<file path="src/rtl/vend_dispenser.sv">
// Actuator sequencer for the newspaper vending FSM: turns each rising edge of R into
// a paper release followed by nickel/dime change pulses, one solenoid at a time.
module vend_dispenser #(
    parameter int PULSE_W    = 4,
    parameter int GAP_W      = 2,
    parameter int STOCK_INIT = 50,
    parameter int STOCK_W    = 8
) (
    input  logic               clk,
    input  logic               reset,
    input  logic               R,
    input  logic               N1,
    input  logic               D1,
    input  logic               D2,
    input  logic               restock,
    output logic               latch_sol,
    output logic               nick_sol,
    output logic               dime_sol,
    output logic               busy,
    output logic               empty,
    output logic [STOCK_W-1:0] stock,
    output logic               overrun,
    output logic               soldout
);

    localparam int PMAX = (PULSE_W > GAP_W) ? PULSE_W : GAP_W;
    localparam int CW   = (PMAX > 1) ? $clog2(PMAX) : 1;
    localparam logic [CW-1:0] PULSE_LAST = CW'(PULSE_W - 1);
    localparam logic [CW-1:0] GAP_LAST   = CW'(GAP_W - 1);

    typedef enum logic [2:0] {IDLE, REL, NICK, DIME, GAP} state_t;

    state_t               state_q, state_d;
    logic [CW-1:0]        ph_q, ph_d;
    logic                 nick_q, nick_d;
    logic [1:0]           dime_q, dime_d;
    logic [STOCK_W-1:0]   stock_q, stock_d;
    logic                 r_prev_q, r_prev_d;
    logic                 sale_q, sale_d;
    logic                 cap_n1_q, cap_n1_d;
    logic [1:0]           cap_dime_q, cap_dime_d;
    logic                 overrun_q, overrun_d;
    logic                 soldout_q, soldout_d;
    logic                 latch_q, latch_d;
    logic                 nsol_q, nsol_d;
    logic                 dsol_q, dsol_d;
    logic                 busy_q, busy_d;

    // The sale and its change request are registered together, so the sequence starts one cycle later.
    always_comb begin
        r_prev_d   = R;
        sale_d     = R & ~r_prev_q;
        cap_n1_d   = N1;
        cap_dime_d = {1'b0, D1} + {D2, 1'b0};
    end

    always_comb begin
        state_d   = state_q;
        ph_d      = ph_q + CW'(1);
        nick_d    = nick_q;
        dime_d    = dime_q;
        stock_d   = stock_q;
        overrun_d = overrun_q;
        soldout_d = soldout_q;
        case (state_q)
            IDLE: begin
                ph_d = '0;
                if (sale_q) begin
                    nick_d = cap_n1_q;
                    dime_d = cap_dime_q;
                    if (stock_q != '0) begin
                        state_d = REL;
                        stock_d = stock_q - STOCK_W'(1);
                    end else begin
                        soldout_d = 1'b1;
                        if (cap_n1_q)                state_d = NICK;
                        else if (cap_dime_q != 2'd0) state_d = DIME;
                    end
                end
            end
            REL: begin
                if (ph_q == PULSE_LAST) begin
                    state_d = GAP;
                    ph_d    = '0;
                end
            end
            NICK: begin
                if (ph_q == PULSE_LAST) begin
                    state_d = GAP;
                    ph_d    = '0;
                    nick_d  = 1'b0;
                end
            end
            DIME: begin
                if (ph_q == PULSE_LAST) begin
                    state_d = GAP;
                    ph_d    = '0;
                    dime_d  = dime_q - 2'd1;
                end
            end
            GAP: begin
                if (ph_q == GAP_LAST) begin
                    ph_d = '0;
                    if (nick_q)              state_d = NICK;
                    else if (dime_q != 2'd0) state_d = DIME;
                    else                     state_d = IDLE;
                end
            end
            default: state_d = IDLE;
        endcase
        if (sale_q && (state_q != IDLE)) overrun_d = 1'b1;
        // Restock wins over a decrement in the same cycle.
        if (restock) stock_d = STOCK_W'(STOCK_INIT);
        latch_d = (state_d == REL);
        nsol_d  = (state_d == NICK);
        dsol_d  = (state_d == DIME);
        busy_d  = (state_d != IDLE);
    end

    always_ff @(posedge clk or posedge reset) begin
        if (reset) begin
            state_q    <= IDLE;
            ph_q       <= '0;
            nick_q     <= 1'b0;
            dime_q     <= 2'd0;
            stock_q    <= STOCK_W'(STOCK_INIT);
            r_prev_q   <= 1'b1;
            sale_q     <= 1'b0;
            cap_n1_q   <= 1'b0;
            cap_dime_q <= 2'd0;
            overrun_q  <= 1'b0;
            soldout_q  <= 1'b0;
            latch_q    <= 1'b0;
            nsol_q     <= 1'b0;
            dsol_q     <= 1'b0;
            busy_q     <= 1'b0;
        end else begin
            state_q    <= state_d;
            ph_q       <= ph_d;
            nick_q     <= nick_d;
            dime_q     <= dime_d;
            stock_q    <= stock_d;
            r_prev_q   <= r_prev_d;
            sale_q     <= sale_d;
            cap_n1_q   <= cap_n1_d;
            cap_dime_q <= cap_dime_d;
            overrun_q  <= overrun_d;
            soldout_q  <= soldout_d;
            latch_q    <= latch_d;
            nsol_q     <= nsol_d;
            dsol_q     <= dsol_d;
            busy_q     <= busy_d;
        end
    end

    assign latch_sol = latch_q;
    assign nick_sol  = nsol_q;
    assign dime_sol  = dsol_q;
    assign busy      = busy_q;
    assign stock     = stock_q;
    assign empty     = (stock_q == '0);
    assign overrun   = overrun_q;
    assign soldout   = soldout_q;

endmodule
</file>
<file path="config.mk">
export PLATFORM = sky130hd
export DESIGN_NAME = vend_dispenser
export DESIGN_NICKNAME = d
export VERILOG_FILES = /design/src/rtl/vend_dispenser.sv
export SDC_FILE = /design/constraint.sdc
export NUM_CORES = 1
export LEC_CHECK = 0
export ABC_AREA = 1
export CAP_MARGIN = 30
export CELL_PAD_IN_SITES_DETAIL_PLACEMENT = 1
export CELL_PAD_IN_SITES_GLOBAL_PLACEMENT = 2
export CORE_MARGIN = 1
export CORE_UTILIZATION = 33
export CTS_CLUSTER_DIAMETER = 100
export DETAILED_ROUTE_END_ITERATION = 6
export PLACE_DENSITY_LB_ADDON = 0.3
export REMOVE_ABC_BUFFERS = 1
export SLEW_MARGIN = 20
export SYNTH_ARGS = -nofsm -noshare
export SYNTH_HDL_FRONTEND = slang
export SYNTH_SLANG_ARGS = --single-unit
</file>
<file path="constraint.sdc">
create_clock -name clk -period 2 [get_ports clk]
set_input_delay 0.3 -clock clk [delete_from_list [all_inputs] [get_ports clk]]
set_output_delay 0.3 -clock clk [all_outputs]
set_load 0.02 [all_outputs]
</file>
Run 1, cell sizes after repair:
The bar under the picture is 20 µm long.
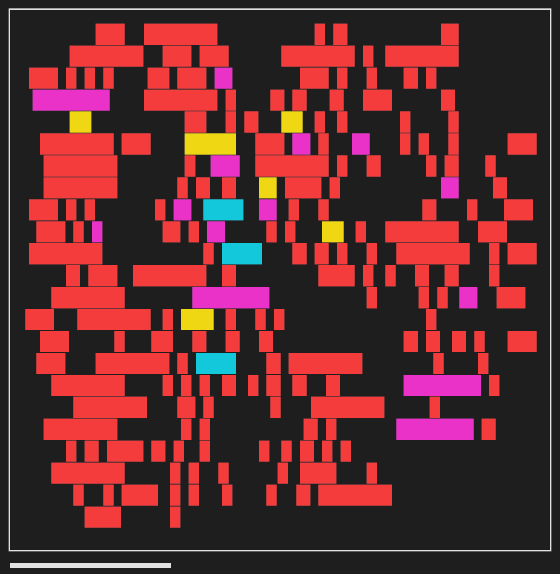
size	color	cells	most used
_3 and _4 cells	yellow	6	buf_4
_6 and larger	cyan	3	clkbuf_8
_2 cells	magenta	14	nor2_2
_0 and _1 cells	red	177	nand2_1
Non-clk bufs: 24
worst setup margin: 0.105 ns
Design Area, Final: 0.00173 mm²

Run 1, M2 wires:
The bar under the picture is 20 µm long.
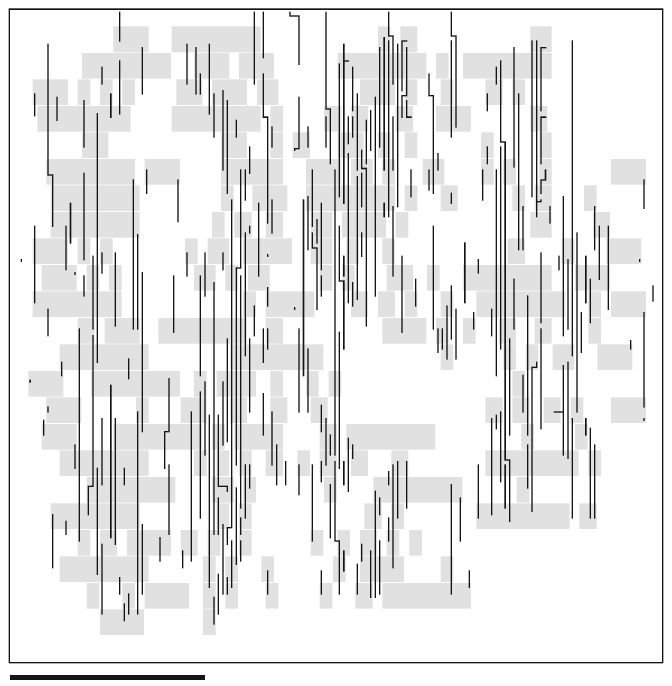
longest straight run	33.6 µm
share of all routed wire	53%

==> flow_metrics.py, run 1 <==
# Flow results
metrics = {
    "cts": {
        "cts_root_buf": "clkbuf_8",
        "clkSlewWorstSetupHoldPaths_ns": 0.10,
        "cts_buffer_depth": 2,
        "htreeDepth": 1,
        "cts_num_sinks": 27,
        "cts_buffers": 3,
        "insertion_delay_ns": 0.27,
    },
    "drt": {
        "ant_nets": 0,
        "wl_met3_um": 86,
        "dr.pass1.iters": 4,
        "drt_iter0_drc": 25,
        "topRoutingLayerUsed": "met4",
        "drt-met1-wl_um": 1490,
        "drt-total-wl_um": 3390,
        "vias_per_cell": 4.82,
    },
    "floorplan": {
        "die_w_um": 66.9,
        "dieArea_mm2": 0.00448,
        "std_cell_rows": 23,
    },
    "global_routing": {
        "grt_pass1_vias": 1253,
        "grt_pass1_wl_um": 5600,
        "grtUsageTotal_pct": 16.9,
        "grt_use_met2_pct": 31.9,
        "grtUsageMet3_pct": 2.57,
        "use_met1_pct": 19.3,
    },
    "synthesis": {
        "yosysSeqAreaShare_pct": 48.9,
        "common_cells": "41 x nand2_1, 24 x inv_1, 23 x dfrtp_1, 18 x nor2_1, 16 x nand3_1",
        "synth_area_mm2": 0.00139,
        "ys_sh_aoi_pct": 8.54,
        "yosys.area_share.simple_pct": 29.7,
        "synthMuxAreaShare_pct": 0,
        "ys_sh_adder_pct": 5.40,
        "most_common_cell": "nand2_1",
        "logic_family": "simple AND/OR/NAND/NOR gates",
        "top_cell_area_share_pct": 41.4,
        "synth_chip_area_mm2": 0.00139,
        "largest_area_cell": "dfrtp_1",
    },
    "timing": {
        "whs_ns": 0.378,
        "min_period_over_period_pct": 94.8,
        "max_freq_mhz": 528,
        "fin_skew_ns": 0.0100,
        "finalHoldViolCount": 0,
        "drv_slew": 0,
    },
    "final_layout": {
        "lay_top_count": "nand2_1",
        "drive_above_1_share_pct": 11.5,
        "nonClkBufAreaFrac_pct": 13.4,
        "area_growth_pct": 24.5,
        "inverters": 27,
        "comb_share_pct": 35.0,
        "clk_share_pct": 2.60,
        "nClkBuffers": 4,
        "numSequentialCells": 27,
        "logic_area_um2": 607,
        "seqCellArea_um2": 681,
        "largest_register_ffs": 8,
        "logic_gates": 118,
        "largest_class": "registers",
        "n_fill_cell": 502,
    },
    "power": {
        "internal_power_mw": 1.09,
        "maxPowerGroup": "sequential cells",
        "ir_drop_mv": 0.586,
        "switching_power_mw": 0.718,
        "pg_comb_mw": 0.724,
        "combPwrFrac_pct": 40.1,
        "p_sw_share_pct": 39.7,
    },
    "placed_design": {
        "place_inst": 246,
        "port_buffers": 21,
        "dp_slack_ns": 0.126,
        "dpl.hpwl_um": 2800,
    },
    "critical_path": {
        "required_ns": 1.70,
        "r2r_end": "busy",
        "cp_max_fo": 3,
        "path_buffers": 2,
        "slowest_stage": "dfrtp_1",
        "start_kind": "flop",
        "cp.depth": 5,
        "crit_end": "empty",
        "reg2reg_depth": 9,
        "path_delay_family": "buffers and inverters",
        "rrSetupSlack_ns": 0.43,
    },
    "status": {
        "outcome": "finished, final reports clean",
    },
    "min_path": {
        "hold_class": "primary input to async pin",
    },
    "flow_run": {
        "warning_count": 28,
        "drv.max_cap_violation_count": 0,
    },
}
Run 1, signal wires on met1:
The bar under the picture is 20 µm long. Supply wires on this layer in gray.
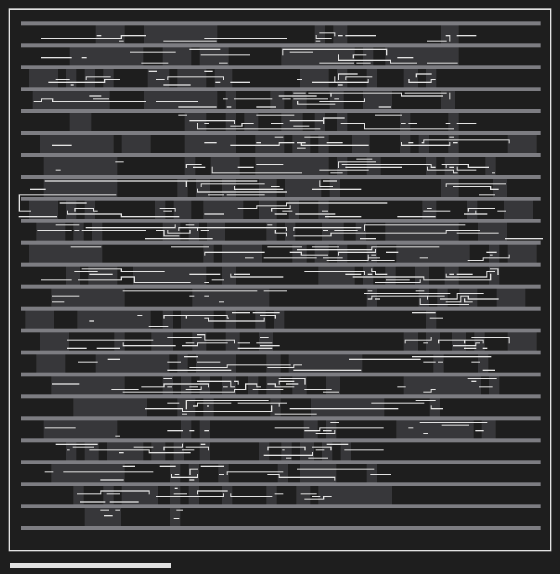
share of all routed wire	44%
longest straight run	26.2 µm
wire length on this layer	1,490 µm

Run 1, close-up of the layout:
The bar under the picture is 10 µm long. Window x 13 to 53, y 0 to 40 µm. Cells in gray, sequential cells in the stronger gray; small squares are vias.
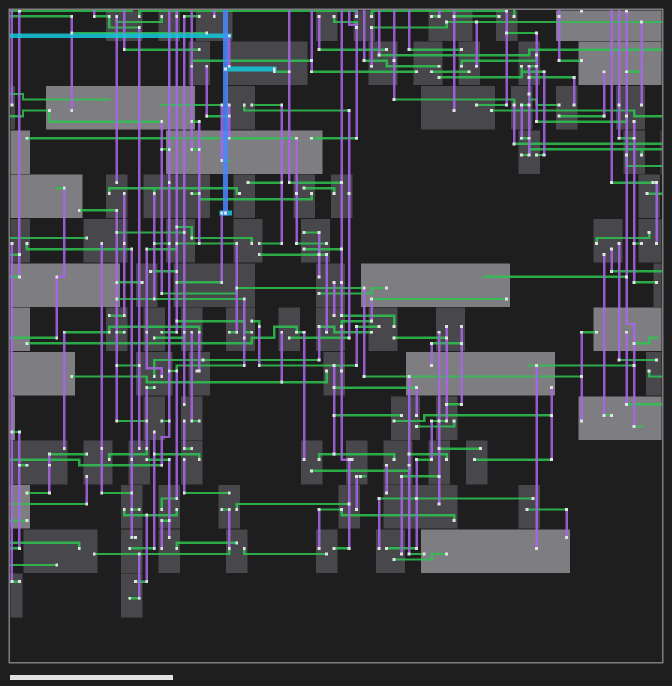

==> run 2, diff against run 1 <==
==> constraint.sdc (replaced) <==
create_clock -name clk -period 2 [get_ports clk]
set_input_delay 0.3 -clock clk [delete_from_list [all_inputs] [get_ports clk]]
set_output_delay 0.3 -clock clk [all_outputs]
set_load 0.05 [all_outputs]
Run 2, close-up of the layout:
The bar under the picture is 10 µm long. Window x 13 to 53, y 0 to 40 µm. Cells in gray, sequential cells in the stronger gray; small squares are vias.
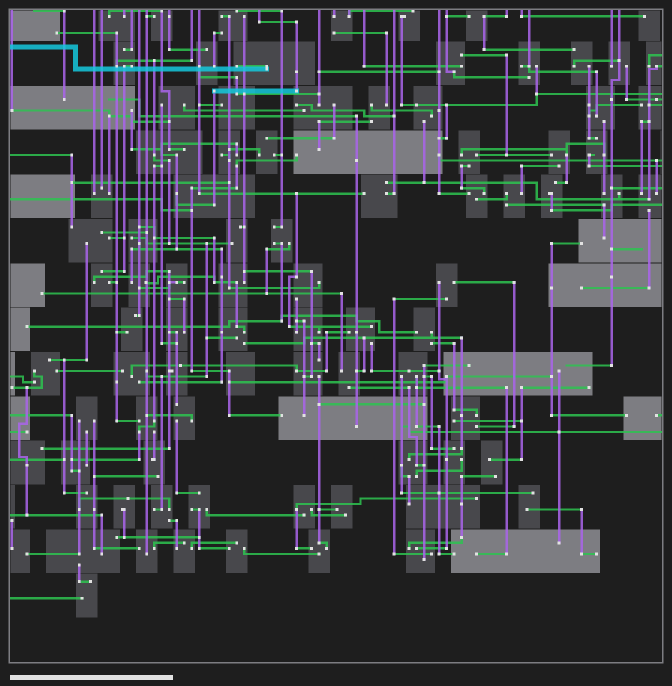
layer	color
metal 3	cyan
metal 1	green
metal 2	purple
most frequent	nand2_1 (24), nor2_1 (14), inv_1 (12)
netlist names of flops here include	`stock` (3), `dime_q` (2)
sequential cells in the window	7
cells with their middle in the window	90

==> run 2 against run 1 <==
Compared with the run above: die size unchanged; area after synthesis unchanged; hold slack gained 0.0024 ns; combinational power is 11% higher; largest cell class unchanged.
==> flow_metrics.py, run 2 <==
# Flow results
metrics = {
    "timing": {
        "period_needed_ns": 1.92,
        "fin_skew_ns": 0.00800,
        "fin_ws_ns": 0.0757,
        "drv_slew": 0,
        "max_freq_mhz": 520,
        "timing.slew.headroom_pct": 66.2,
        "rsz0062_at_grt": "no",
        "min_period_over_period_pct": 96.2,
        "whs_ns": 0.381,
        "fin_setup_tns_ns": 0,
        "worst_pin_slew_ns": 0.506,
        "finalHoldViolCount": 0,
        "finalSetupViolations": 0,
    },
    "critical_path": {
        "reg2reg_from": "stock[0]",
        "critPathMaxStageDelay_ns": 0.80,
        "cp-end-kind": "output port",
        "path_buffers": 1,
        "start_kind": "flop",
        "required_ns": 1.70,
        "cp.depth": 1,
        "rrSetupSlack_ns": 0.40,
        "cp-startpoint": "stock[1]",
        "slowest_stage": "clkdlybuf4s50_1",
        "cp_max_fo": 3,
        "path_delay_family": "buffers and inverters",
        "critical_path_arrival_ns": 1.62,
        "crit_end": "stock[1]",
        "reg2reg_depth": 9,
        "r2r_end": "busy",
    },
    "synthesis": {
        "ys_sh_adder_pct": 5.40,
        "yosys_most_used_dff": "dfrtp_1",
        "ys_warn_count": 0,
        "top_cell_area_share_pct": 41.4,
        "ys_sh_aoi_pct": 8.54,
        "synth_area_mm2": 0.00139,
        "yosys_register_bits": 27,
        "yosys-top-cells-area": "dfrtp_1 41%, nand2_1 11%, dfstp_2 7.6%",
        "synth_chip_area_mm2": 0.00139,
        "most_common_cell": "nand2_1",
        "largest_area_cell": "dfrtp_1",
        "common_cells": "41 x nand2_1, 24 x inv_1, 23 x dfrtp_1, 18 x nor2_1, 16 x nand3_1",
        "async_flop_share_pct": 100,
        "yosys.area_share.simple_pct": 29.7,
        "yosys.cell_types.count": 25,
        "synthMuxAreaShare_pct": 0,
        "yosysSeqAreaShare_pct": 48.9,
        "ys_cells": 172,
        "logic_family": "simple AND/OR/NAND/NOR gates",
    },
    "cts": {
        "cts_buffer_depth": 2,
        "cts_tree": "built",
        "htreeDepth": 1,
        "cts_num_sinks": 27,
        "cts.hold.buffers_added": 0,
        "insertion_delay_ns": 0.27,
        "cts_buffers": 3,
        "cts_root_buf": "clkbuf_8",
        "clkSlewWorstSetupHoldPaths_ns": 0.10,
        "cts_setup_buffers": 0,
    },
    "placed_design": {
        "dp_slack_ns": 0.330,
        "place_inst": 244,
        "dpl.hpwl_um": 2590,
        "port_buffers": 21,
        "placed_area_mm2": 0.00168,
        "globalplace.congestion": 0.766,
    },
    "global_routing": {
        "grtUsageTotal_pct": 16.8,
        "grt_max_degree": 28,
        "grt_pass1_vias": 1229,
        "grtUsageMet3_pct": 2.23,
        "grt.overflow.total": 0,
        "use_met1_pct": 21.3,
        "grt-busiest-layer": "met2",
        "grt_pass1_wl_um": 5630,
        "antenna_found_initial": 0,
        "grt_use_met2_pct": 29.9,
    },
    "floorplan": {
        "die_h_um": 66.9,
        "std_cell_rows": 23,
        "fp_util_pct": 34.5,
        "dieArea_mm2": 0.00448,
        "core_mm2": 0.00403,
        "nWellTaps": 50,
        "ios": 22,
        "die_w_um": 66.9,
    },
    "drt": {
        "drt-met1-wl_um": 1480,
        "ant_nets": 0,
        "wire_per_inst_um": 13.0,
        "drc": 0,
        "drt_iter0_drc": 40,
        "dr.pass1.iters": 4,
        "dr_total_vias": 1194,
        "wl_met2_um": 1640,
        "vias_per_cell": 4.81,
        "drt-total-wl_um": 3230,
        "topRoutingLayerUsed": "met4",
        "wl_met3_um": 84,
    },
    "power": {
        "combPwrFrac_pct": 42.5,
        "seq_power_mw": 0.780,
        "maxPowerGroup": "combinational cells",
        "p_leak_nw": 0.821,
        "p_sw_share_pct": 43.0,
        "switching_power_mw": 0.815,
        "ir_drop_mv": 0.677,
        "seqPwrFrac_pct": 41.2,
        "pg_comb_mw": 0.805,
        "power_density_mw_per_mm2": 1100,
        "p_clk_mw": 0.310,
        "internal_power_mw": 1.08,
        "total_power_mw": 1.90,
    },
    "final_layout": {
        "nonClkBufAreaFrac_pct": 12.9,
        "post-route-util_pct": 42.8,
        "buffers": 22,
        "lay_top_count": "nand2_1",
        "comb_share_pct": 35.2,
        "logic_gates": 118,
        "logic_area_um2": 607,
        "clk_share_pct": 2.69,
        "fin_cells": 248,
        "layout.nets": 212,
        "n_fill_cell": 508,
        "antennaDiodeCount": 0,
        "area_growth_pct": 23.8,
        "largest_register_ffs": 8,
        "nClkBuffers": 3,
        "numSequentialCells": 27,
        "inverters": 27,
        "stdcell_area_mm2": 0.00172,
        "seqCellArea_um2": 681,
        "largest_class": "registers",
        "drive_above_1_share_pct": 12.6,
    },
    "flow_run": {
        "warning_count": 28,
        "drv.max_cap_violation_count": 0,
    },
    "min_path": {
        "hold_class": "primary input to async pin",
    },
    "status": {
        "outcome": "finished, final reports clean",
    },
}
Run 2, cell sizes after repair:
The bar under the picture is 20 µm long.
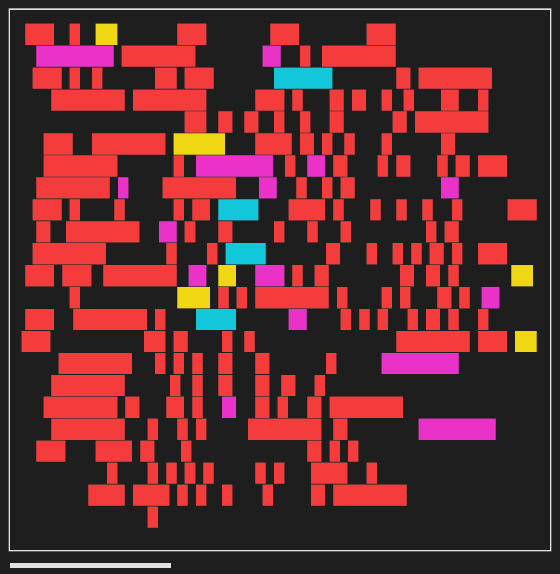

==> run 3, diff against run 2 <==
- CORE_UTILIZATION: 33 -> 35
- CTS_BUF_LIST: not set -> sky130_fd_sc_hd__clkbuf_8
Run 3, cell sizes after repair:
The bar under the picture is 20 µm long.
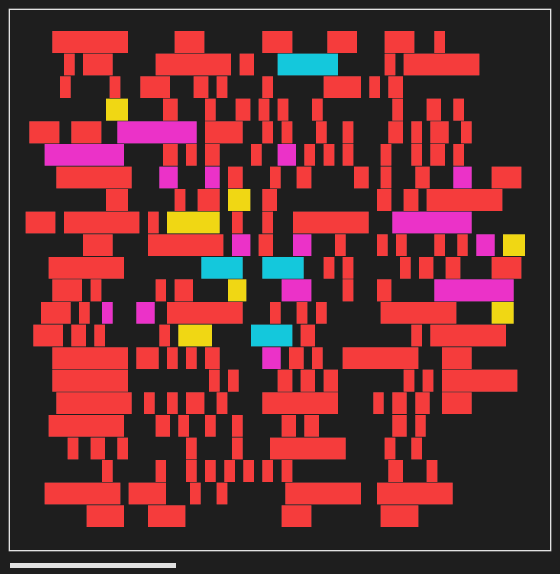
size	color	cells	most used
_6 and larger	cyan	4	clkbuf_8
_2 cells	magenta	15	nor2_2
_0 and _1 cells	red	173	nand2_1
_3 and _4 cells	yellow	7	buf_4

==> run 3 against run 2 <==
Compared with the run above: clock power about the same; critical path depth did not move; clock skew fell by 0.0067 ns; sequential cell count unchanged; register-to-register slack better by 0.04 ns; via count increased by 0.25%; first-iteration DRC count is 38% lower; area after synthesis unchanged; die size decreased by 5.5%; cell count shrank 0.40%; hold slack got worse by 0.00086 ns; combinational power decreased by 0.5%; largest cell class unchanged.
==> flow_metrics.py, run 3 <==
# Flow results
metrics = {
    "status": {
        "outcome": "finished, final reports clean",
    },
    "synthesis": {
        "most_common_cell": "nand2_1",
        "ys_sh_aoi_pct": 8.54,
        "logic_family": "simple AND/OR/NAND/NOR gates",
        "largest_area_cell": "dfrtp_1",
        "synth_area_mm2": 0.00139,
        "ys_cells": 172,
        "ys_warn_count": 0,
        "common_cells": "41 x nand2_1, 24 x inv_1, 23 x dfrtp_1, 18 x nor2_1, 16 x nand3_1",
        "top_cell_area_share_pct": 41.4,
        "yosys.area_share.simple_pct": 29.7,
        "yosys_register_bits": 27,
        "synthMuxAreaShare_pct": 0,
        "yosys-top-cells-area": "dfrtp_1 41%, nand2_1 11%, dfstp_2 7.6%",
        "yosys.cell_types.count": 25,
    },
    "critical_path": {
        "slowest_stage": "clkdlybuf4s50_1",
        "critPathMaxStageDelay_ns": 0.79,
        "cp-startpoint": "stock[1]",
        "cp.depth": 1,
        "crit_end": "stock[1]",
        "path_delay_family": "buffers and inverters",
        "reg2reg_depth": 9,
        "cp_max_fo": 3,
        "start_kind": "flop",
        "cp-end-kind": "output port",
        "r2r_end": "busy",
        "required_ns": 1.70,
        "rrSetupSlack_ns": 0.44,
    },
    "timing": {
        "worst_pin_slew_ns": 0.504,
        "min_period_over_period_pct": 95.8,
        "whs_ns": 0.380,
        "finalSetupViolations": 0,
        "fin_ws_ns": 0.0849,
        "finalHoldViolCount": 0,
        "timing.slew.headroom_pct": 66.3,
        "fin_setup_tns_ns": 0,
        "fin_skew_ns": 0.00127,
        "period_needed_ns": 1.92,
    },
    "power": {
        "p_sw_share_pct": 42.6,
        "seq_power_mw": 0.777,
        "maxPowerGroup": "combinational cells",
        "seqPwrFrac_pct": 41.2,
        "combPwrFrac_pct": 42.4,
        "total_power_mw": 1.89,
        "power_density_mw_per_mm2": 1090,
        "pg_comb_mw": 0.801,
    },
    "global_routing": {
        "grtUsageTotal_pct": 17.4,
        "grt.overflow.total": 0,
        "use_met1_pct": 22.2,
        "grt_use_met2_pct": 29.9,
        "grtUsageMet3_pct": 3.35,
        "grt_max_degree": 28,
    },
    "floorplan": {
        "fp_util_pct": 37.2,
        "ios": 22,
        "std_cell_rows": 22,
        "core_mm2": 0.00374,
        "die_w_um": 65.1,
    },
    "drt": {
        "drc": 0,
        "vias_per_cell": 4.85,
        "dr_total_vias": 1197,
        "ant_nets": 0,
        "wl_met3_um": 96,
        "drt-total-wl_um": 3220,
        "wire_per_inst_um": 13.0,
        "drt-met1-wl_um": 1510,
        "wl_met2_um": 1590,
    },
    "cts": {
        "cts_tree": "built",
        "insertion_delay_ns": 0.27,
        "clkSlewWorstSetupHoldPaths_ns": 0.09,
        "cts_num_sinks": 27,
        "cts_setup_buffers": 0,
        "cts_buffers": 3,
        "htreeDepth": 1,
    },
    "final_layout": {
        "largest_class": "registers",
        "post-route-util_pct": 46.2,
        "logic_area_um2": 607,
        "clk_share_pct": 2.68,
        "largest_register_ffs": 8,
        "lay_top_count": "nand2_1",
        "inverters": 27,
        "buffers": 23,
        "stdcell_area_mm2": 0.00173,
        "logic_gates": 118,
        "antennaDiodeCount": 0,
        "numSequentialCells": 27,
        "area_growth_pct": 24.2,
    },
    "placed_design": {
        "place_inst": 243,
    },
    "flow_run": {
        "drv.max_cap_violation_count": 0,
    },
}

==> notes/layouts.md <==
Pictures saved along the way, in no particular order.

Congestion heat map.
picture 1
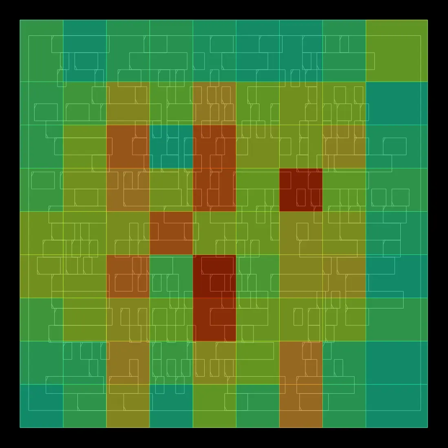
picture 2
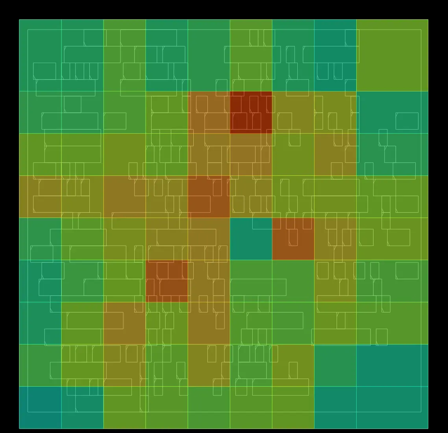
| picture | from |
|---|---|
| picture 1 | run 3 |
| picture 2 | run 1 |

Power and IR drop assume default switching activity.
